$ cat src/rtl/btb_pkg.sv
// Shared types for the BTB update path: counter encodings, queue entry and drain FSM states.
// Optional statistics counters in btb_update_ctrl are enabled with BTB_UPDATE_STATS_EN.
package btb_pkg;

    localparam int unsigned DEFAULT_DEPTH      = 4;
    localparam int unsigned DEFAULT_INDEX_BITS = 6;
    localparam int unsigned ADDR_W             = 32;

    typedef enum logic [1:0] {
        CTR_SNT = 2'b00,
        CTR_WNT = 2'b01,
        CTR_WT  = 2'b10,
        CTR_ST  = 2'b11
    } btb_ctr_e;

    typedef enum logic [1:0] {
        DRAIN_IDLE  = 2'b00,
        DRAIN_ISSUE = 2'b01,
        DRAIN_DEFER = 2'b10
    } drain_state_e;

    typedef struct packed {
        logic [ADDR_W-1:0] pc;
        logic [ADDR_W-1:0] target;
        btb_ctr_e          state;
    } btb_entry_t;

    // Counter value to store: misses allocate weakly-taken, hits saturate toward the outcome.
    function automatic btb_ctr_e ctr_update(input logic hit, input logic taken, input btb_ctr_e cur);
        if (!hit) begin
            return CTR_WT;
        end
        if (taken) begin
            return (cur == CTR_ST) ? CTR_ST : btb_ctr_e'(cur + 2'd1);
        end
        return (cur == CTR_SNT) ? CTR_SNT : btb_ctr_e'(cur - 2'd1);
    endfunction

endpackage

$ cat src/rtl/btb_update_fifo.sv
// Circular FIFO of pending BTB updates; a push while full without a pop is dropped
// and reported on drop_o.
module btb_update_fifo
    import btb_pkg::*;
#(
    parameter int unsigned DEPTH = DEFAULT_DEPTH
) (
    input  logic       clk_i,
    input  logic       rst_i,
    input  logic       push_i,
    input  btb_entry_t data_i,
    input  logic       pop_i,
    output btb_entry_t head_o,
    output logic       full_o,
    output logic       empty_o,
    output logic       drop_o
);

    localparam int unsigned PTR_W = $clog2(DEPTH);
    localparam int unsigned CNT_W = PTR_W + 1;

    btb_entry_t       mem_q [DEPTH];
    logic [PTR_W-1:0] rd_ptr_q;
    logic [PTR_W-1:0] wr_ptr_q;
    logic [CNT_W-1:0] count_q;
    logic             do_pop_c;
    logic             do_push_c;

    assign full_o    = (count_q == CNT_W'(DEPTH));
    assign empty_o   = (count_q == '0);
    assign do_pop_c  = pop_i && !empty_o;
    assign do_push_c = push_i && (!full_o || do_pop_c);
    assign drop_o    = push_i && full_o && !do_pop_c;
    assign head_o    = mem_q[rd_ptr_q];

    // Pointers wrap naturally since DEPTH is a power of two.
    always_ff @(posedge clk_i) begin
        if (rst_i) begin
            rd_ptr_q <= '0;
            wr_ptr_q <= '0;
            count_q  <= '0;
        end else begin
            if (do_push_c) begin
                wr_ptr_q <= wr_ptr_q + PTR_W'(1);
            end
            if (do_pop_c) begin
                rd_ptr_q <= rd_ptr_q + PTR_W'(1);
            end
            if (do_push_c && !do_pop_c) begin
                count_q <= count_q + CNT_W'(1);
            end else if (do_pop_c && !do_push_c) begin
                count_q <= count_q - CNT_W'(1);
            end
        end
    end

    always_ff @(posedge clk_i) begin
        if (!rst_i && do_push_c) begin
            mem_q[wr_ptr_q] <= data_i;
        end
    end

endmodule

$ cat src/rtl/btb_update_ctrl.sv
// Queues resolved-branch BTB updates, drains them around stalls and read-port index
// conflicts, and raises mispredict redirects. Define BTB_UPDATE_STATS_EN for resolve/mispredict counters.
module btb_update_ctrl
    import btb_pkg::*;
#(
    parameter int unsigned DEPTH      = DEFAULT_DEPTH,
    parameter int unsigned INDEX_BITS = DEFAULT_INDEX_BITS
) (
    input  logic        Clk,
    input  logic        Rst,
    input  logic        ResolveValid,
    input  logic [31:0] ResolvePC,
    input  logic [31:0] ResolveTarget,
    input  logic        ResolveTaken,
    input  logic        ResolveHit,
    input  logic [1:0]  ResolveState,
    input  logic [31:0] FetchPC,
    input  logic        Stall,
    output logic        we,
    output logic [31:0] WrPC,
    output logic [31:0] WrTarget,
    output logic [1:0]  WrState,
    output logic        RedirectValid,
    output logic [31:0] RedirectPC,
    output logic        Full,
    output logic        Empty,
    output logic        Overflow
`ifdef BTB_UPDATE_STATS_EN
    ,
    output logic [31:0] ResolveCount,
    output logic [31:0] MispredictCount
`endif
);

    drain_state_e          state_q;
    drain_state_e          state_d;
    btb_entry_t            enq_entry_c;
    btb_entry_t            head_c;
    logic                  enq_c;
    logic                  mispredict_c;
    logic                  eligible_c;
    logic                  issue_c;
    logic                  drop_c;
    logic                  fifo_full_c;
    logic                  fifo_empty_c;
    logic [INDEX_BITS-1:0] head_idx_c;
    logic [INDEX_BITS-1:0] fetch_idx_c;
    logic                  unused_fetch_bits;

    logic                  we_q;
    logic [31:0]           wr_pc_q;
    logic [31:0]           wr_target_q;
    btb_ctr_e              wr_state_q;
    logic                  redirect_valid_q;
    logic [31:0]           redirect_pc_q;
    logic                  overflow_q;

    assign enq_c        = ResolveValid && (ResolveTaken || ResolveHit);
    assign mispredict_c = ResolveValid && ((ResolveHit && ResolveState[1]) != ResolveTaken);
    assign head_idx_c   = head_c.pc[INDEX_BITS+1:2];
    assign fetch_idx_c  = FetchPC[INDEX_BITS+1:2];
    assign eligible_c   = !fifo_empty_c && !Stall && (head_idx_c != fetch_idx_c);
    assign unused_fetch_bits = ^{FetchPC[31:INDEX_BITS+2], FetchPC[1:0]};

    always_comb begin
        enq_entry_c        = '0;
        enq_entry_c.pc     = ResolvePC;
        enq_entry_c.target = ResolveTarget;
        enq_entry_c.state  = ctr_update(ResolveHit, ResolveTaken, btb_ctr_e'(ResolveState));
    end

    btb_update_fifo #(
        .DEPTH (DEPTH)
    ) u_fifo (
        .clk_i   (Clk),
        .rst_i   (Rst),
        .push_i  (enq_c),
        .data_i  (enq_entry_c),
        .pop_i   (issue_c),
        .head_o  (head_c),
        .full_o  (fifo_full_c),
        .empty_o (fifo_empty_c),
        .drop_o  (drop_c)
    );

    always_ff @(posedge Clk) begin
        if (Rst) begin
            state_q <= DRAIN_IDLE;
        end else begin
            state_q <= state_d;
        end
    end

    // Any state moves to ISSUE as soon as the head entry may be written.
    always_comb begin
        state_d = state_q;
        case (state_q)
            DRAIN_IDLE: begin
                if (eligible_c)         state_d = DRAIN_ISSUE;
                else if (!fifo_empty_c) state_d = DRAIN_DEFER;
            end
            DRAIN_ISSUE: begin
                if (eligible_c)         state_d = DRAIN_ISSUE;
                else if (!fifo_empty_c) state_d = DRAIN_DEFER;
                else                    state_d = DRAIN_IDLE;
            end
            DRAIN_DEFER: begin
                if (eligible_c)        state_d = DRAIN_ISSUE;
                else if (fifo_empty_c) state_d = DRAIN_IDLE;
            end
            default: state_d = DRAIN_IDLE;
        endcase
    end

    // Entering ISSUE pops the head and latches it into the write port.
    always_comb begin
        issue_c = 1'b0;
        if (state_d == DRAIN_ISSUE) begin
            issue_c = 1'b1;
        end
    end

    always_ff @(posedge Clk) begin
        if (Rst) begin
            we_q             <= 1'b0;
            wr_pc_q          <= '0;
            wr_target_q      <= '0;
            wr_state_q       <= CTR_SNT;
            redirect_valid_q <= 1'b0;
            redirect_pc_q    <= '0;
            overflow_q       <= 1'b0;
        end else begin
            we_q             <= issue_c;
            redirect_valid_q <= mispredict_c;
            if (issue_c) begin
                wr_pc_q     <= head_c.pc;
                wr_target_q <= head_c.target;
                wr_state_q  <= head_c.state;
            end
            if (mispredict_c) begin
                redirect_pc_q <= ResolveTaken ? ResolveTarget : (ResolvePC + 32'd4);
            end
            if (drop_c) begin
                overflow_q <= 1'b1;
            end
        end
    end

    assign we            = we_q;
    assign WrPC          = wr_pc_q;
    assign WrTarget      = wr_target_q;
    assign WrState       = wr_state_q;
    assign RedirectValid = redirect_valid_q;
    assign RedirectPC    = redirect_pc_q;
    assign Full          = fifo_full_c;
    assign Empty         = fifo_empty_c;
    assign Overflow      = overflow_q;

`ifdef BTB_UPDATE_STATS_EN
    logic [31:0] resolve_cnt_q;
    logic [31:0] mispredict_cnt_q;

    always_ff @(posedge Clk) begin
        if (Rst) begin
            resolve_cnt_q    <= '0;
            mispredict_cnt_q <= '0;
        end else begin
            if (ResolveValid) resolve_cnt_q    <= resolve_cnt_q + 32'd1;
            if (mispredict_c) mispredict_cnt_q <= mispredict_cnt_q + 32'd1;
        end
    end

    assign ResolveCount    = resolve_cnt_q;
    assign MispredictCount = mispredict_cnt_q;
`endif

endmodule

$ cat config.mk
export PLATFORM = sky130hd
export DESIGN_NAME = btb_update_ctrl
export DESIGN_NICKNAME = d
export VERILOG_FILES = /design/src/rtl/btb_pkg.sv /design/src/rtl/btb_update_fifo.sv /design/src/rtl/btb_update_ctrl.sv
export SDC_FILE = /design/constraint.sdc
export NUM_CORES = 1
export LEC_CHECK = 0
export ABC_AREA = 1
export CAP_MARGIN = 20
export CORE_ASPECT_RATIO = 0.9
export CORE_UTILIZATION = 59
export DETAILED_ROUTE_END_ITERATION = 7
export GPL_ROUTABILITY_DRIVEN = 0
export PLACE_DENSITY = 0.93
export SYNTH_ARGS = -nofsm -noshare
export SYNTH_HDL_FRONTEND = slang
export SYNTH_SLANG_ARGS = --single-unit
$ cat constraint.sdc
create_clock -name Clk -period 14 [get_ports Clk]
set_input_delay 2.8 -clock Clk [delete_from_list [all_inputs] [get_ports Clk]]
set_output_delay 2.8 -clock Clk [all_outputs]
set_load 0.05 [all_outputs]
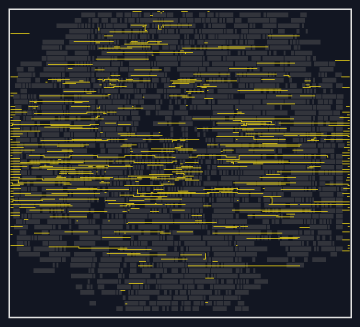
Figure 1: the metal 3 layer.
(2 px per µm)
share of all routed wire: 10%
main direction: horizontal
wire length on this layer: 4120 µm
via total after detailed routing: 11600
GR Layer Usage met3: 5.52%
final wirelength: 40.0 mm

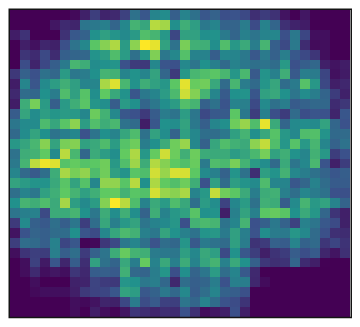
Figure 2: wire density map.
(2 px per µm) 34 x 31 tiles, from dark purple (low) to yellow (high), scaled to the fullest tile. Values are wire area over tile area, all layers added.
emptiest ninth of the die: south-east
fullest tile: 0.65
nearly empty tiles: 10%
mean over tiles: 0.26
tiles over half the peak: 35%
drt wl/cell: 20.7 µm
aggregate global-route resource usage: 30.7%

==> results.txt <==
Notes from the flow run.

Detailed routing:
- The run puts the length of routed met2 wiring at 19.4 mm.
- The run puts the amount of wire on met3 after detailed routing at 4.12 mm.
- In the final routing, the length of wire on met1 measures 15.5 mm.
- The script logs the ratio of routed vias to standard cells as 6.02.
- The run gives the first-pass detailed-route iteration total as 6.
- The run puts the count of antenna-violating nets left after detailed routing at 0.
- In this run, the number of DRC markers left after iteration 0 of detailed routing was 1370.
- The run puts the number of remaining DRC errors at 0.
- After detailed routing, no signal wire sits above met4.

Final timing:
- The final report lists the setup-violating endpoint count as 0.
- Across all checked pins, the minimum headroom to the slew limit is 30.8%.
- Setup total negative slack on the finished layout was measured at 0 ns.
- The run puts the final tally of hold violations at 0.
- Across the routed clock network, the largest skew measured is 0.0173 ns.
- The run puts the final-layout worst hold slack at 0.462 ns.
- In the finished design, the share of the clock period the worst path needs comes to 43.2%.
- The run gives the upper clock frequency limit as 165 MHz.
- The run gives the minimum clock period as 6.05 ns.
- The run gives the slew at the pin with the worst max-slew slack as 1.04 ns.
- The run puts the worst setup slack after layout at 7.95 ns.

Final layout:
- The run puts the layout net count at 1671.
- The biggest slice of the area belongs to flip-flops and latches.
- The run puts the area of the multi-input gates at 0.00426 mm².
- The run gives the proportion of cell area spent on the clock network as 6.54%.
- The top cell types in the final layout, fill and taps aside, are sky130_fd_sc_hd__edfxtp_1 (264), sky130_fd_sc_hd__nand2_1 (255), sky130_fd_sc_hd__nor2_1 (182), sky130_fd_sc_hd__clkdlybuf4s50_1 (179), sky130_fd_sc_hd__o21ai_0 (156).
- The run puts the flip-flop count of the largest register, all copies and words added at 264.
- The run gives the final-layout fill cell count as 1639.
- The run puts the post-route non-filler standard cell count at 1931.
- Compared with the post-synthesis result, the final layout area differs by 21.1%.
- The run puts the non-clock buffer share of cell area at 10.6%.
- The run puts the clock buffer instance count of the final layout at 54.
- The run gives the final instance area as 0.0182 mm².
- The run gives the flop count as 376.
- The top cell type in the final layout, fill and taps aside, is sky130_fd_sc_hd__edfxtp_1.
- The run gives the area occupied by registers as 0.0102 mm².
- The run gives the diode insertion count for antenna repair as 0.
- The run gives the register with the highest flop count as u_fifo.mem_q.
- The run gives the number of buffers other than clock buffers in the final layout as 195.
- Of the cells placed in the final design, the portion with a size suffix greater than 1 is 7.11%.
- The run gives the multi-input combinational area share as 23.4%.
- The run puts the count of non-CTS inverters in the layout at 57.
- The run gives the flop share of the area as 55.9%.

Synth:
- The run puts the area fraction in mux cells at 0%.
- The run puts the combined area of all synthesized cells at 0.0150 mm².
- The main area contributors are sky130_fd_sc_hd__edfxtp_1 (53%), sky130_fd_sc_hd__dfxtp_1 (15%), sky130_fd_sc_hd__nand2_1 (6.4%).
- The run gives the post-synthesis register bit count as 376.
- After synthesis, the largest area contributor takes up 52.8% of total cell area.
- Counting flops with a built-in enable in the synthesized netlist gives 264.
- The run puts the adder and majority cell fraction of the synthesized area at 0.633%.
- The run puts the count of unique library cells instantiated by Yosys at 37.
- Per the post-synthesis report, the number of cells in the design is 1409.
- The most used flip-flop cell after synthesis is sky130_fd_sc_hd__edfxtp_1.
- The run gives the cell with the most instances after synthesis as sky130_fd_sc_hd__edfxtp_1.
- The run gives the dominant combinational cell family by area after synthesis as simple AND/OR/NAND/NOR gates.
- The run puts the area share of xor/xnor cells in the synthesized design at 0.466%.
- Looking at area per cell type in the netlist, the leader is sky130_fd_sc_hd__edfxtp_1.
- Per the Yosys statistics, synthesis produced 1409 cells.
- The synthesized netlist has a Yosys-reported chip area of 0.0150 mm².
- The run gives the fraction of registers with async set or reset after synthesis as 0%.
- Summing the areas of all compound-gate instances in the mapped netlist gives 12.5% of the synthesized area.
- The run gives the yosys synthesis warning count as 0.
- The run puts the sequential fraction of the synthesis area at 67.7%.

Power:
- In this run the power spent charging and discharging nets is 1.12 mW.
- The run puts the switching fraction of total power at 34.5%.
- The run puts the ratio of total power to cell area at 179 mW/mm².
- The dominant power group in this design is sequential cells.
- The run puts the reported leakage power at 6.39 nW.
- The clock network burns 29.7% of the power.
- In the power breakdown, the internal column shows 2.13 mW.
- The run puts the clock network power at 0.965 mW.
- The run puts the register share of total power at 41.8%.
- The design draws 3.25 mW.
- The run gives the power of the combinational group as 0.926 mW.
- The run gives the worst-case vdd ir drop as 0.149 mV.
- The run puts the part of the total power dissipated in combinational logic at 28.5%.
- The run puts the sequential group power at 1.36 mW.

Die:
- The run gives the die boundary height as 153 µm.
- The run gives the total die area as 0.0261 mm².
- The run gives the number of tap cells inserted as 342.
- Row generation in the floorplan step produced 55 rows.
- The run gives the number of placed I/O pins as 207.
- The run gives the initial core utilization as 60.0%.
- The die is 170 µm wide.

Setup path:
- The run gives the logic depth of the worst register-to-register path as 15.
- The run gives the dominant delay contributor by cell family on the critical path as buffers and inverters.
- STA lists the endpoint of the worst register-to-register path as u_fifo.mem_q[0][19]$_DFFE_PP_.
- The largest single stage delay on the critical path is 0.90 ns.
- The run gives the end point of the critical path as u_fifo.mem_q[0][19]$_DFFE_PP_.
- The run gives the kind of capture point of the worst setup path as a flip-flop.
- The critical path is of the in -> reg type.
- In this run the register-to-register setup slack is 9.27 ns.
- The run puts the buffering stage count on the worst path with inverters included at 5.
- The run puts the worst-path maximum fanout at 75.
- The run gives the data required time at the worst endpoint as 14.14 ns.
- In this run the worst setup path begins at FetchPC[3].
- The run gives the launching element type of the critical path as an input pin.
- The run puts the data arrival time at the worst-slack endpoint at 6.19 ns.
- The run gives the critical path depth as 13.
- In this design, the critical path's most frequently occurring cell is sky130_fd_sc_hd__nand2_1.

Place:
- The run puts the cell area after placement at 0.0170 mm².
- The run puts the total placed cells including tap cells at 1863.
- The run puts the number of buffers inserted by port buffering at 180.
- The run gives the worst slack at placement as 7.45 ns.

Clock tree:
- Counting along the longest clock path gives a buffer depth of 3.
- The run puts the number of buffers inserted by post-CTS setup repair at 0.
- The run puts the number of buffers added by the clock tree synthesis step at 37.
- In this run the clock root is driven by a sky130_fd_sc_hd__clkbuf_16.
- The run gives the level count of the clock H-tree as 2.
- Clock-pin slew was measured on the worst setup and hold paths at 0.06 ns.
- The run puts the total number of clock tree sinks at 376.
- The run gives the insertion delay to the later sink of the worst-skew pair as 0.52 ns.
- Once the clock tree was built, the resizer swapped 0 gates to a different size.

Global routing:
- The global routing report lists met2 layer usage as 49.9%.
- The run puts the largest net degree at the start of global routing at 104.
- The run gives the highest-utilization routing layer at the global route stage as met2.
- The run puts the first-pass GRT wire length at 60.9 mm.
- The run gives the initial antenna violation count as 0.
- The run gives the total global routing overflow as 0.
- The run puts the number of global-route vias before repair at 11100.

Outcome:
- The run finished with clean final reports.

Worst hold path:
- Looking at the hold checks, the worst path lands on WrTarget[24]$_SDFFE_PP0N_.
- The run gives the path class of the lowest-slack min-delay path as reg -> reg.
- The worst hold path passes through 2 cells.
- The run gives the beginning of the worst hold path as WrTarget[24]$_SDFFE_PP0N_.

Flow run:
- The run puts the number of warnings the tools reported at 57.
Power is estimated from default activity; no workload was simulated.
